## config.mk

```make
export PLATFORM = sky130hd
export DESIGN_NAME = backoff_lock_resp
export DESIGN_NICKNAME = d
export VERILOG_FILES = /design/src/rtl/backoff_lock_pkg.sv /design/src/rtl/backoff_lock_lease.sv /design/src/rtl/backoff_lock_resp.sv
export SDC_FILE = /design/constraint.sdc
export NUM_CORES = 1
export LEC_CHECK = 0
export ABC_AREA = 1
export ABC_CLOCK_PERIOD_IN_PS = 4750
export CAP_MARGIN = 20
export CORE_MARGIN = 1
export CORE_UTILIZATION = 60
export CTS_CLUSTER_SIZE = 25
export DETAILED_ROUTE_END_ITERATION = 6
export DONT_BUFFER_PORTS = 1
export MAX_ROUTING_LAYER = met4
export PLACE_DENSITY = 0.76
export SYNTH_ARGS = -nofsm -noshare
export SYNTH_HDL_FRONTEND = slang
export SYNTH_SLANG_ARGS = --single-unit
```

## constraint.sdc

```tcl
create_clock -name clk_i -period 4.75 [get_ports clk_i]
set_clock_uncertainty 0.15 [all_clocks]
set_input_delay 0.475 -clock clk_i [delete_from_list [all_inputs] [get_ports clk_i]]
set_output_delay 0.475 -clock clk_i [all_outputs]
set_load 0.02 [all_outputs]
```

## src/rtl/backoff_lock_pkg.sv

```systemverilog
// Shared types and helpers for the backoff lock responder.
package backoff_lock_pkg;

  typedef enum logic [0:0] {
    FREE = 1'b0,
    HELD = 1'b1
  } lock_state_e;

  // True when two or more bits are set: clearing the lowest set bit leaves something behind.
  function automatic logic popcount_gt1(logic [31:0] x);
    return (x & (x - 32'd1)) != 32'd0;
  endfunction

  function automatic logic [4:0] onehot_to_idx(logic [31:0] x);
    logic [4:0] idx;
    idx = '0;
    for (int i = 0; i < 32; i++) begin
      if (x[i]) idx = 5'(i);
    end
    return idx;
  endfunction

endpackage

```

## src/rtl/backoff_lock_lease.sv

```systemverilog
// Lease down-counter: loads on grant, counts while held, flags the final held cycle.
module backoff_lock_lease #(
  parameter  int LeaseCycles = 256,
  localparam int CntW        = $clog2(LeaseCycles + 1)
) (
  input  logic clk_i,
  input  logic rst_ni,
  input  logic clear_i,
  input  logic load_i,
  input  logic en_i,
  output logic expire_o
);

  logic [CntW-1:0] cnt_q;

  always_ff @(posedge clk_i or negedge rst_ni) begin
    if (!rst_ni) begin
      cnt_q <= '0;
    end else if (clear_i) begin
      cnt_q <= '0;
    end else if (load_i) begin
      cnt_q <= CntW'(LeaseCycles);
    end else if (en_i && cnt_q != '0) begin
      cnt_q <= cnt_q - CntW'(1);
    end
  end

  assign expire_o = en_i && (cnt_q == CntW'(1));

endmodule

```

## src/rtl/backoff_lock_resp.sv

```systemverilog
// Responder arbitrating one shared lock among NumReq retrying initiators.
// Optional BACKOFF_LOCK_STATS_EN adds saturating grant/collision counters.
module backoff_lock_resp
  import backoff_lock_pkg::*;
#(
  parameter  int NumReq      = 4,
  parameter  int LeaseCycles = 256,
  localparam int IdxWidth    = $clog2(NumReq)
) (
  input  logic                clk_i,
  input  logic                rst_ni,
  input  logic                clear_i,
  input  logic [NumReq-1:0]   acq_i,
  input  logic [NumReq-1:0]   rel_i,
  output logic [NumReq-1:0]   resp_valid_o,
  output logic [NumReq-1:0]   resp_ok_o,
  output logic                locked_o,
  output logic [IdxWidth-1:0] owner_o,
  output logic                expired_o,
  output logic                err_o
`ifdef BACKOFF_LOCK_STATS_EN
  ,
  output logic [31:0]         stat_grants_o,
  output logic [31:0]         stat_collisions_o
`endif
);

  localparam logic [NumReq-1:0] OneHot0 = {{(NumReq-1){1'b0}}, 1'b1};

  lock_state_e         state_q, state_d;
  logic [IdxWidth-1:0] owner_q, owner_d;
  logic [NumReq-1:0]   valid_q, ok_q, ok_d;
  logic                expired_q, err_q;

  logic [31:0]         acq_ext;
  logic [NumReq-1:0]   owner_mask;
  logic                held, multi, grant, rel_take, lease_exp, expired_d, err_d;

  // Every decision below looks only at the registered state of this cycle.
  always_comb begin
    acq_ext              = '0;
    acq_ext[NumReq-1:0]  = acq_i;
    held                 = (state_q == HELD);
    owner_mask           = held ? (OneHot0 << owner_q) : '0;
    multi                = popcount_gt1(acq_ext);
    grant                = !held && (|acq_i) && !multi;
    ok_d                 = held ? (acq_i & owner_mask) : (grant ? acq_i : '0);
    rel_take             = held && |(rel_i & owner_mask);
    err_d                = |(rel_i & ~owner_mask);
    expired_d            = held && lease_exp && !rel_take;

    state_d = state_q;
    owner_d = owner_q;
    if (held) begin
      if (rel_take || lease_exp) begin
        state_d = FREE;
        owner_d = '0;
      end
    end else if (grant) begin
      state_d = HELD;
      owner_d = IdxWidth'(onehot_to_idx(acq_ext));
    end
  end

  generate
    if (LeaseCycles > 0) begin : g_lease
      backoff_lock_lease #(
        .LeaseCycles(LeaseCycles)
      ) u_lease (
        .clk_i   (clk_i),
        .rst_ni  (rst_ni),
        .clear_i (clear_i | rel_take),
        .load_i  (grant),
        .en_i    (held),
        .expire_o(lease_exp)
      );
    end else begin : g_no_lease
      assign lease_exp = 1'b0;
    end
  endgenerate

  always_ff @(posedge clk_i or negedge rst_ni) begin
    if (!rst_ni) begin
      state_q   <= FREE;
      owner_q   <= '0;
      valid_q   <= '0;
      ok_q      <= '0;
      expired_q <= 1'b0;
      err_q     <= 1'b0;
    end else if (clear_i) begin
      state_q   <= FREE;
      owner_q   <= '0;
      valid_q   <= '0;
      ok_q      <= '0;
      expired_q <= 1'b0;
      err_q     <= 1'b0;
    end else begin
      state_q   <= state_d;
      owner_q   <= owner_d;
      valid_q   <= acq_i;
      ok_q      <= ok_d;
      expired_q <= expired_d;
      err_q     <= err_d;
    end
  end

  assign resp_valid_o = valid_q;
  assign resp_ok_o    = ok_q;
  assign locked_o     = (state_q == HELD);
  assign owner_o      = owner_q;
  assign expired_o    = expired_q;
  assign err_o        = err_q;

`ifdef BACKOFF_LOCK_STATS_EN
  logic [31:0] grants_q, coll_q;

  always_ff @(posedge clk_i or negedge rst_ni) begin
    if (!rst_ni) begin
      grants_q <= '0;
      coll_q   <= '0;
    end else if (clear_i) begin
      grants_q <= '0;
      coll_q   <= '0;
    end else begin
      if (grant && grants_q != '1) grants_q <= grants_q + 32'd1;
      if (!held && multi && coll_q != '1) coll_q <= coll_q + 32'd1;
    end
  end

  assign stat_grants_o     = grants_q;
  assign stat_collisions_o = coll_q;
`endif

endmodule
```

Figure 1. Cell classes on the final placement (run 1).
Fill, decap, tap and diode cells in gray.
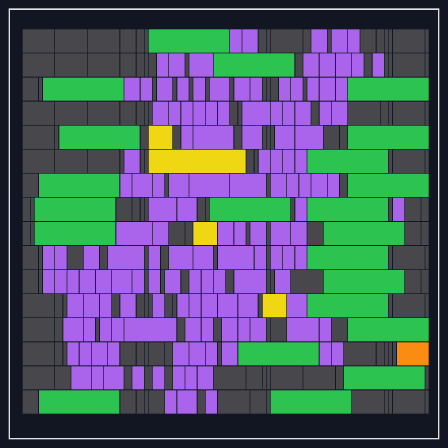
yellow -> clock drivers and dummy loads  # cells 4, share of their area 4.0%
orange -> other buffers and delay cells  # cells 1, share of their area 0.76%
green -> flip-flops  # cells 22, share of their area 42%
purple -> all other logic  # cells 140, share of their area 54%

Figure 2. Port wiring (run 1).
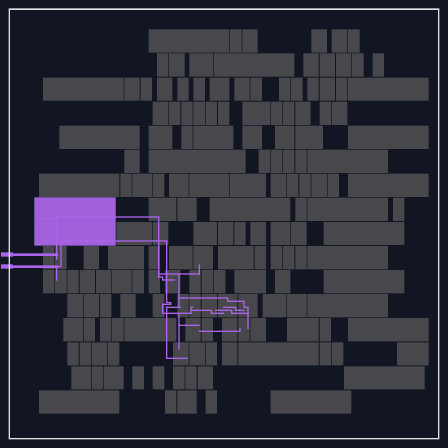
purple -> `owner_o`  # bits 2, direction output, edge west, end cells 2, buffers 0, wire 118 um

Figure 3. Signal wires on met2 (run 1).
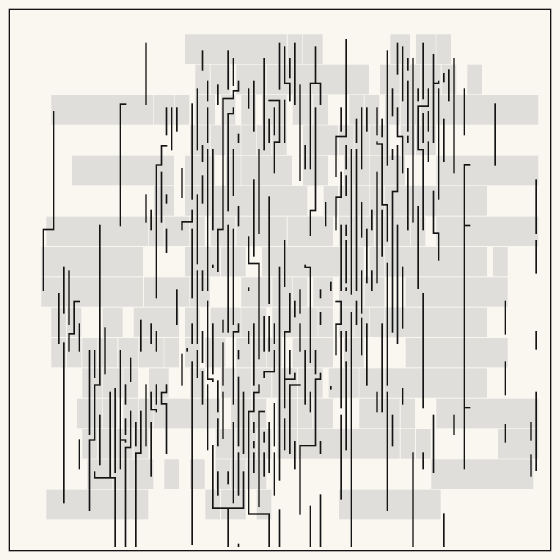
longest straight run = 27.2 um
nets with wire on the layer = 139

==> impl_metrics.json, run 1 <==
{
  "place_area_um2": 1290,
  "timing.max_cap.violations": 0,
  "tightest_slew_ns": 0.968,
  "final-setup-viol-count": 0,
  "min_from": "clear_i",
  "cts_resized": 0,
  "crit_type": "flip-flop to flip-flop",
  "pwr-share-clk": 0.251,
  "area_delta_synth_final_pct": 4.94,
  "gr-usage-met1": 0.348,
  "yosys_cells": 167,
  "grt_max_degree": 23,
  "insertion_delay_ns": 0.32,
  "warnings": 27,
  "ys.flops": 22,
  "synth_area_um2": 1290,
  "p_seq_frac": 0.429,
  "fin_nets": 181,
  "critical_path_required_ns": 4.86,
  "initialDrtViolationCount": 27,
  "gr-max-usage-layer": "met2",
  "grt_pass1_vias": 1041,
  "clk_pin_slew_ns": 0.13,
  "ctsHoldBuffers": 1,
  "synth.largest_area_cell": "dfrtp_1",
  "clock_sinks": 22,
  "r2r_cells": 7,
  "num_io_pins": 24,
  "antenna_found_initial": 0,
  "core_area_um2": 2000,
  "postSynthSeqShare": 0.426,
  "vias": 1115,
  "period_used_share": 0.420,
  "peakVddDrop_mv": 0.333,
  "outcome": "finished clean",
  "p_int_uw": 360,
  "fin_area_um2": 1360,
  "wl_per_cell_um": 13.7,
  "avgSynthCellArea_um2": 7.73,
  "syn-num-nets": 180,
  "fmax_ghz": 0.501,
  "finalCriticalPeriod_ns": 2.00,
  "relSlewSlack": 0.352
}
## run 1: stage by stage
step / total power, uW / setup slack (ns)
after floorplan: 400 / 3.16
after CTS: 577 / 2.79
after global placement: 422 / 2.88
final: 578 / 2.75
after global routing: 616 / 2.62
after detailed placement: 429 / 2.81
## run 1: logic make-up after synthesis
logic type / share of synthesized area
xor+xnor: 0.0204
fa+ha+maj: 0.0194
compound gates: 0.0678
simple gates: 0.387
buf+inv: 0.0795
flops: 0.426
## run 1: Yosys cell counts, drive strengths merged
cell type / number
a21boi: 1
xor2: 3
nor3: 7
a21oi: 4
inv: 18
nand2: 31
dfrtp: 22
o21bai: 1
o21ai: 7
nor2: 35
clkbuf: 1
nand3: 23
o22ai: 1
ha: 2
nand4: 7
buf: 4
## run 1: layout make-up
type | count | area share
clock buffers | 3 | 0.0166
flip-flops and latches | 22 | 0.406
multi-input cells | 122 | 0.471
repair buffers | 1 | 0.00739
clock inverters | 1 | 0.0222
well taps | 27 | 0.0249
inverters | 18 | 0.0517
## run 1: layer usage
metal  wire (um)  vias up
met5           0        -
met4          48        0
met3         144        8
met2        1240       37
met1        1220      529
li1            -      541
## run 1: power by group through the flow
stage	sequential (uW)	clock [uW]	combinational, uW
floorplan	238	0	162
global placement	250	0	172
detailed placement	251	0	178
CTS	247	146	184
global route	252	154	211
finish	248	145	185
## run 1: state kept, by name, indices dropped and copies added (netlist names)
signal / count
err_o: 1
locked_o: 1
owner_o: 2
g_lease.u_lease.cnt_q: 9
resp_valid_o: 4
expired_o: 1
resp_ok_o: 4
## run 1: critical path: stages (launching register included)
cell and delay [ns]:
dfrtp_1 0.63, inv_2 0.23, nand3_1 0.14, a21oi_4 0.37, inv_4 0.10, nand2_4 0.11, nand3_1 0.10, nand2_1 0.09
## Run 2: what changed since run 1
--- a/config.mk
+++ b/config.mk
@@ -6,15 +6,15 @@
 export NUM_CORES = 1
 export LEC_CHECK = 0
 export ABC_AREA = 1
-export ABC_CLOCK_PERIOD_IN_PS = 4750
+export ABC_CLOCK_PERIOD_IN_PS = 1600
 export CAP_MARGIN = 20
 export CORE_MARGIN = 1
-export CORE_UTILIZATION = 60
+export CORE_UTILIZATION = 55
 export CTS_CLUSTER_SIZE = 25
 export DETAILED_ROUTE_END_ITERATION = 6
 export DONT_BUFFER_PORTS = 1
 export MAX_ROUTING_LAYER = met4
-export PLACE_DENSITY = 0.76
+export PLACE_DENSITY = 0.73
 export SYNTH_ARGS = -nofsm -noshare
 export SYNTH_HDL_FRONTEND = slang
 export SYNTH_SLANG_ARGS = --single-unit
==> constraint.sdc (replaced) <==
create_clock -name clk_i -period 1.6 [get_ports clk_i]
set_clock_uncertainty 0.15 [all_clocks]
set_input_delay 0.16 -clock clk_i [delete_from_list [all_inputs] [get_ports clk_i]]
set_output_delay 0.16 -clock clk_i [all_outputs]
set_load 0.02 [all_outputs]
Figure 4. Cell classes on the final placement (run 2).
Fill, decap, tap and diode cells in gray.
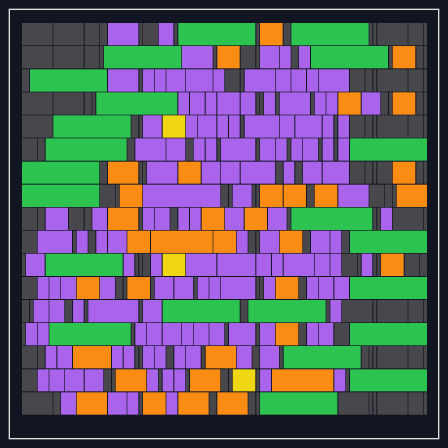
fin area: 1720 um2
# rows: 17

Figure 5. Signal wires on met2 (run 2).
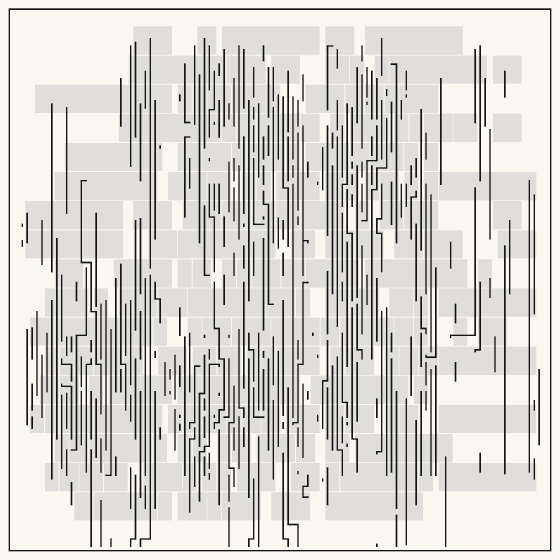
met2 usage: 0.476
via count: 1334
Total Wirelength: 3.64 mm

==> impl_metrics.json, run 2 <==
{
  "num_io_pins": 24,
  "postSynthSeqShare": 0.426,
  "min_from": "acq_i[1]",
  "yosys_cells": 167,
  "grt_max_degree": 23,
  "adder_share": 0.0194,
  "ys_sh_aoi": 0.0678,
  "core_area_um2": 2210,
  "crit_top_cell": "nor2_2",
  "violations": "negative setup slack",
  "fin_nets": 214,
  "edf_count": 0,
  "area_delta_synth_final_pct": 33.0,
  "relSlewSlack": 0.348,
  "fmax_ghz": 0.613,
  "final-setup-viol-count": 4,
  "synth-xor-area-share": 0.0203,
  "setup_ws_ns": -0.0323,
  "outcome": "finished with violations",
  "synthMostInstantiatedCell": "nor2_1",
  "antenna_found_initial": 0,
  "insertion_delay_ns": 0.31,
  "ys_sh_simple": 0.387,
  "ys_sh_mux": 0,
  "path_cells": "nor2_2, nand3_2, nor2_2, nor2_2, nor2_4, nand3_2, nand2_1",
  "slowest_stage": "dfrtp_1",
  "avgSynthCellArea_um2": 7.73,
  "initialDrtViolationCount": 69,
  "largest_reg_flops": 9,
  "tightest_slew_ns": 0.974,
  "critical_path_required_ns": 1.70,
  "flop_cell": "dfrtp_1",
  "timing.max_cap.violations": 0,
  "place_area_um2": 1440,
  "crit_buf_inv": 0,
  "top_cells_by_count": "nor2_1, nand2_1, dfrtp_1, nand3_1, inv_1",
  "regMostFlops": "g_lease.u_lease.cnt_q"
}
## run 2: final timing paths
check | cells past startpoint | slack [ns] | end
max | 7 | -0.03 | g_lease.u_lease.cnt_q[1]
min | 4 | 0.07 | owner_o[0]
max reg2reg | 7 | -0.03 | g_lease.u_lease.cnt_q[1]
min reg2reg | 2 | 0.47 | g_lease.u_lease.cnt_q[3]
max in group asynchronous | 1 | 0.35 | g_lease.u_lease.cnt_q[2]
min in group asynchronous | 1 | 0.28 | g_lease.u_lease.cnt_q[8]
## run 2: power breakdown
group | leakage, uW | internal, uW | total [uW] | switching, uW
sequential | 0.000288 | 622 | 712 | 90.0
clock | 0.0000138 | 88.1 | 254 | 166
combinational | 0.000562 | 408 | 928 | 521
## run 2: through the flow
step | worst slack (ns) | instances | hold WS (ns)
after floorplan | 0.0100 | 167 | -0.286
after global placement | 0.00637 | 206 | -0.285
after detailed placement | -0.0192 | 206 | -0.285
after global routing | -0.107 | 227 | 0.0748
final | -0.0323 | 227 | 0.0672
after CTS | 0.0368 | 219 | 0.0180
## run 2: layout make-up
| cell class | instances | area [um2] |
|---|---|---|
| multi-input cells | 122 | 727 |
| flip-flops and latches | 22 | 556 |
| fillers | 149 | 494 |
| repair buffers | 34 | 308 |
| inverters | 18 | 70.1 |
| well taps | 28 | 35.0 |
| clock buffers | 3 | 22.5 |
## run 2: per-layer routing
metal,global-route usage,vias to the layer above,share of wire
met5,-,-,0
met4,0.148,0,0.037
met3,0.0424,17,0.069
met2,0.476,78,0.50
met1,0.381,631,0.39
li1,-,608,-
## run 2: repair_timing
item / in CTS / in global routing
hold endpoints to repair: 33 / 0
buffers inserted: 0 / 8
hold buffers: 10 / 0
pin swaps: 0 / 8
resized: 1 / 28
setup endpoints to repair: 8 / 16
## Run 3: what changed since run 2
--- a/config.mk
+++ b/config.mk
@@ -14,7 +14,7 @@
 export DETAILED_ROUTE_END_ITERATION = 6
 export DONT_BUFFER_PORTS = 1
 export MAX_ROUTING_LAYER = met4
-export PLACE_DENSITY = 0.73
+export PLACE_DENSITY = 0.74
 export SYNTH_ARGS = -nofsm -noshare
 export SYNTH_HDL_FRONTEND = slang
 export SYNTH_SLANG_ARGS = --single-unit
Figure 6. Port wiring (run 3).
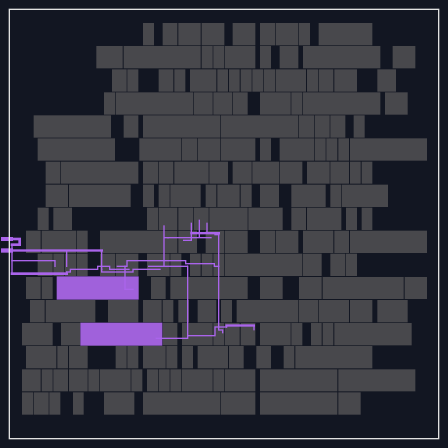
purple -> `owner_o`  # bits 2, direction output, edge west, end cells 2, buffers 2, wire 124 um

Figure 7. Signal wires on met2 (run 3).
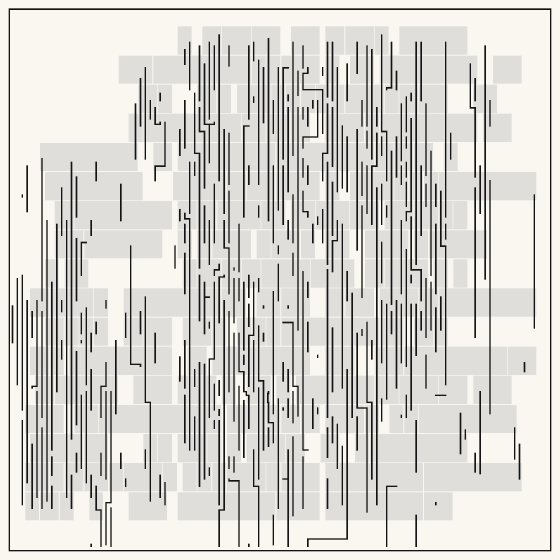
longest straight run = 29.6 um
main direction = vertical
wire length on this layer = 1750 um

==> impl_metrics.json, run 3 <==
{
  "outcome": "finished with violations",
  "violations": "negative setup slack",
  "largest_reg_flops": 9,
  "hold_ws_ns": 0.0120,
  "async_flop_share": 1.00,
  "setup_ws_ns": -0.00371,
  "p_seq_frac": 0.362,
  "crit_buf_inv": 0,
  "yosys_cells": 167,
  "power_frac_comb": 0.474,
  "row_count": 17,
  "timing.max_cap.violations": 0,
  "dpl_worst_slack_ns": -0.0162,
  "ys.flops": 22,
  "path_cells": "nor2_2, nand3_4, nor2_4, nor2_4, nor2_4, nand3_1, nand2_1",
  "powerComb_uw": 926,
  "post_cts_buffers": 0,
  "clk_pin_slew_ns": 0.13,
  "regMostFlops": "g_lease.u_lease.cnt_q",
  "fmax_ghz": 0.624,
  "initialDrtViolationCount": 41,
  "final-setup-viol-count": 1,
  "drt-total-wl_mm": 3.55
}
==> run 3: cell types whose count changed in the layout (fill, tap and decap cells not counted), moves of 2 or more <==
cell and delta:
buf_4 -5, nand3_2 -5, nand2_2 -4, nand3_1 +4, nand2_1 +3, dlygate4sd3_1 +2, nor2_1 -2, nor2_4 +2
==> run 3: worst paths after layout <==
kind	from	end	slack (ns)	cells past startpoint
min in group asynchronous	rst_ni	err_o	0.49	2
worst min register to register	g_lease.u_lease.cnt_q[1]	g_lease.u_lease.cnt_q[1]	0.45	2
worst min-delay path	acq_i[3]	owner_o[1]	0.01	4
worst max-delay path	g_lease.u_lease.cnt_q[5]	g_lease.u_lease.cnt_q[0]	-0.004	7
worst max register to register	g_lease.u_lease.cnt_q[5]	g_lease.u_lease.cnt_q[0]	-0.004	7
max in group asynchronous	rst_ni	owner_o[0]	0.40	3
==> run 3: layer usage <==
| layer | global-route usage | vias up | part of all wire |
|---|---|---|---|
| met5 | - | - | 0 |
| met4 | 0.130 | 0 | 0.035 |
| met3 | 0.0485 | 11 | 0.052 |
| met2 | 0.500 | 56 | 0.49 |
| met1 | 0.388 | 632 | 0.42 |
| li1 | - | 611 | - |
==> run 3: cell families (layout without fill, tap and decap cells) <==
kind of cell | count (synthesis) | after routing | synth area share
flip-flops | 22 | 22 | 0.426
adder cells (fa/ha/maj) | 2 | 2 | 0.0194
AND/OR/NAND/NOR | 103 | 103 | 0.387
AND-OR/OR-AND | 14 | 14 | 0.0678
buffers and inverters | 23 | 53 | 0.0795
XOR/XNOR | 3 | 3 | 0.0204
==> run 3: layout make-up <==
cell class,instances,area (um2)
multi-input cells,122,723
flip-flops and latches,22,554
fillers,144,500
repair buffers,31,293
inverters,18,70.1
clock buffers,4,36.3
well taps,28,35.0

==> notes/layouts.md <==
Pictures saved along the way, in no particular order.

The metal 3 layer.
(a)
Bar = 20 um.
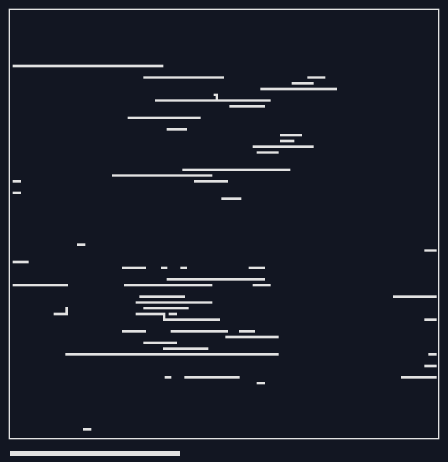
(b)
Bar = 10 um.
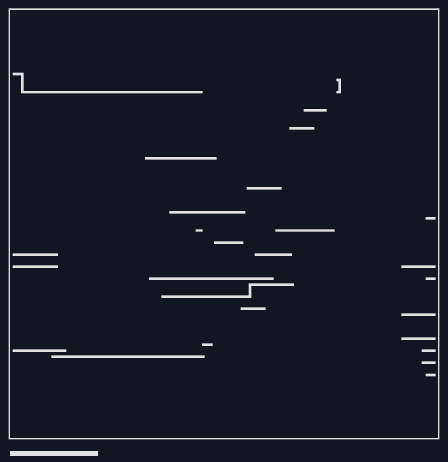
(b) comes from run 1.
(a) comes from run 2.

No activity file was given, so power comes from the tool's default toggle rates.
